**The metal 1 layer**

Cells faint in the background.
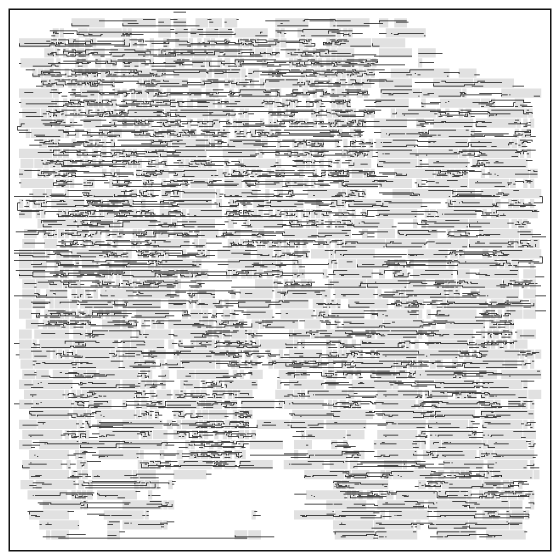
**The metal 2 layer**

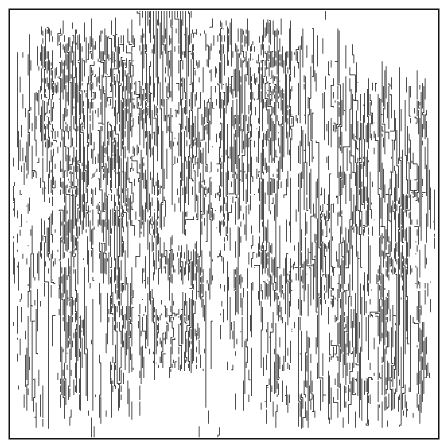
**Met4 routing**

Cells faint in the background.
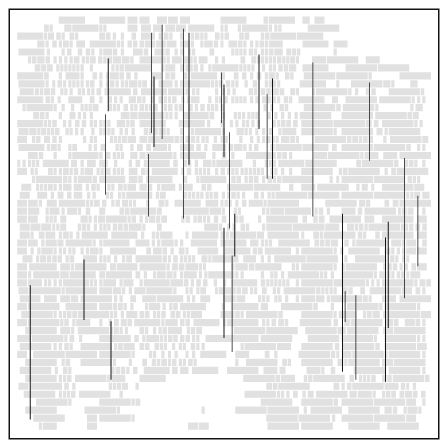
==> config.mk <==
export PLATFORM = sky130hd
export DESIGN_NAME = pkt_stream_buf
export DESIGN_NICKNAME = d
export VERILOG_FILES = /design/src/rtl/pkt_stream_buf.sv
export SDC_FILE = /design/constraint.sdc
export NUM_CORES = 1
export LEC_CHECK = 0
export ABC_AREA = 1
export CAP_MARGIN = 10
export CORE_MARGIN = 2
export CORE_UTILIZATION = 65
export CTS_BUF_LIST = sky130_fd_sc_hd__clkbuf_8
export CTS_CLUSTER_SIZE = 8
export DETAILED_ROUTE_END_ITERATION = 8
export HOLD_SLACK_MARGIN = 0.1
export MAX_ROUTING_LAYER = met4
export PLACE_DENSITY = 0.87
export SLEW_MARGIN = 20
export SYNTH_ARGS = -nofsm -noshare
export SYNTH_HDL_FRONTEND = slang
export SYNTH_SLANG_ARGS = --single-unit
==> constraint.sdc <==
create_clock -name CLK -period 5.3 [get_ports CLK]
set_input_delay 0.53 -clock CLK [delete_from_list [all_inputs] [get_ports CLK]]
set_output_delay 0.53 -clock CLK [all_outputs]
set_load 0.005 [all_outputs]
==> results.tsv <==
metric	value	unit
register_area	0.007159	mm2
grtUsageTotal	31.17	%
yosys.area_share.simple	26.13	%
setup_ws	1.128	ns
comb_share	34.73	%
p_leak	6.108	nW
worst_slew_pin_slew	1.008	ns
postCtsSetupRepairBufs	0	
p_comb	1.77	mW
rows	52	
seq_cell_power	2.55	mW
ctsResizeCount	0	
wl_met3	2.691	mm
cap_viol_max_count	0	
wl_per_cell	16.91	um
cp_top_family	buffers and inverters	
cts.htree.levels	2	
ys_cells	1531	
syn-num-nets	1613	
clock_area_share	4.951	%
mi_logic_area	0.005125	mm2
path_class	primary input to output port	
cts_tree	done	
period_used_share	78.72	%
total_power	5.836	mW
n_tap_cell	270	
layoutNonFillerInstCount	1898	
status	completed	
pwr-share-comb	30.3	%
numSynthFlops	254	
yosys_warnings	0	
setup_viol	0	
wl_met2	15.44	mm
slowest_stage	nor3_1	
maxSlewHeadroom	32.73	%
synthXorXnorAreaFrac	1.864	%
comb_cells	1062	
drcViolationCount	0	
power.share.switching	36.63	%
power-top-group	sequential cells	
place_inst	1824	
grt_antenna_before_repair	0	
utilization	73.65	%
Back to the opening pictures, 'the metal 1 layer':
- wire length on this layer: 13000 um
- main direction: horizontal
met1 Use GR: 40.67%
routed wire length: 32.09 mm
via count: 10970

Back to the opening pictures, 'the metal 2 layer':
- main direction: vertical
- longest straight run: 50.7 um
- share of all routed wire: 48%
- wire length on this layer: 15400 um
- nets with wire on the layer: 1320
met2 usage: 50.42%

Back to the opening pictures, 'met4 routing':
- main direction: vertical
- share of all routed wire: 2.9%
- longest straight run: 64.6 um

Power figures rest on the tool's default switching activity, not on a simulated workload.
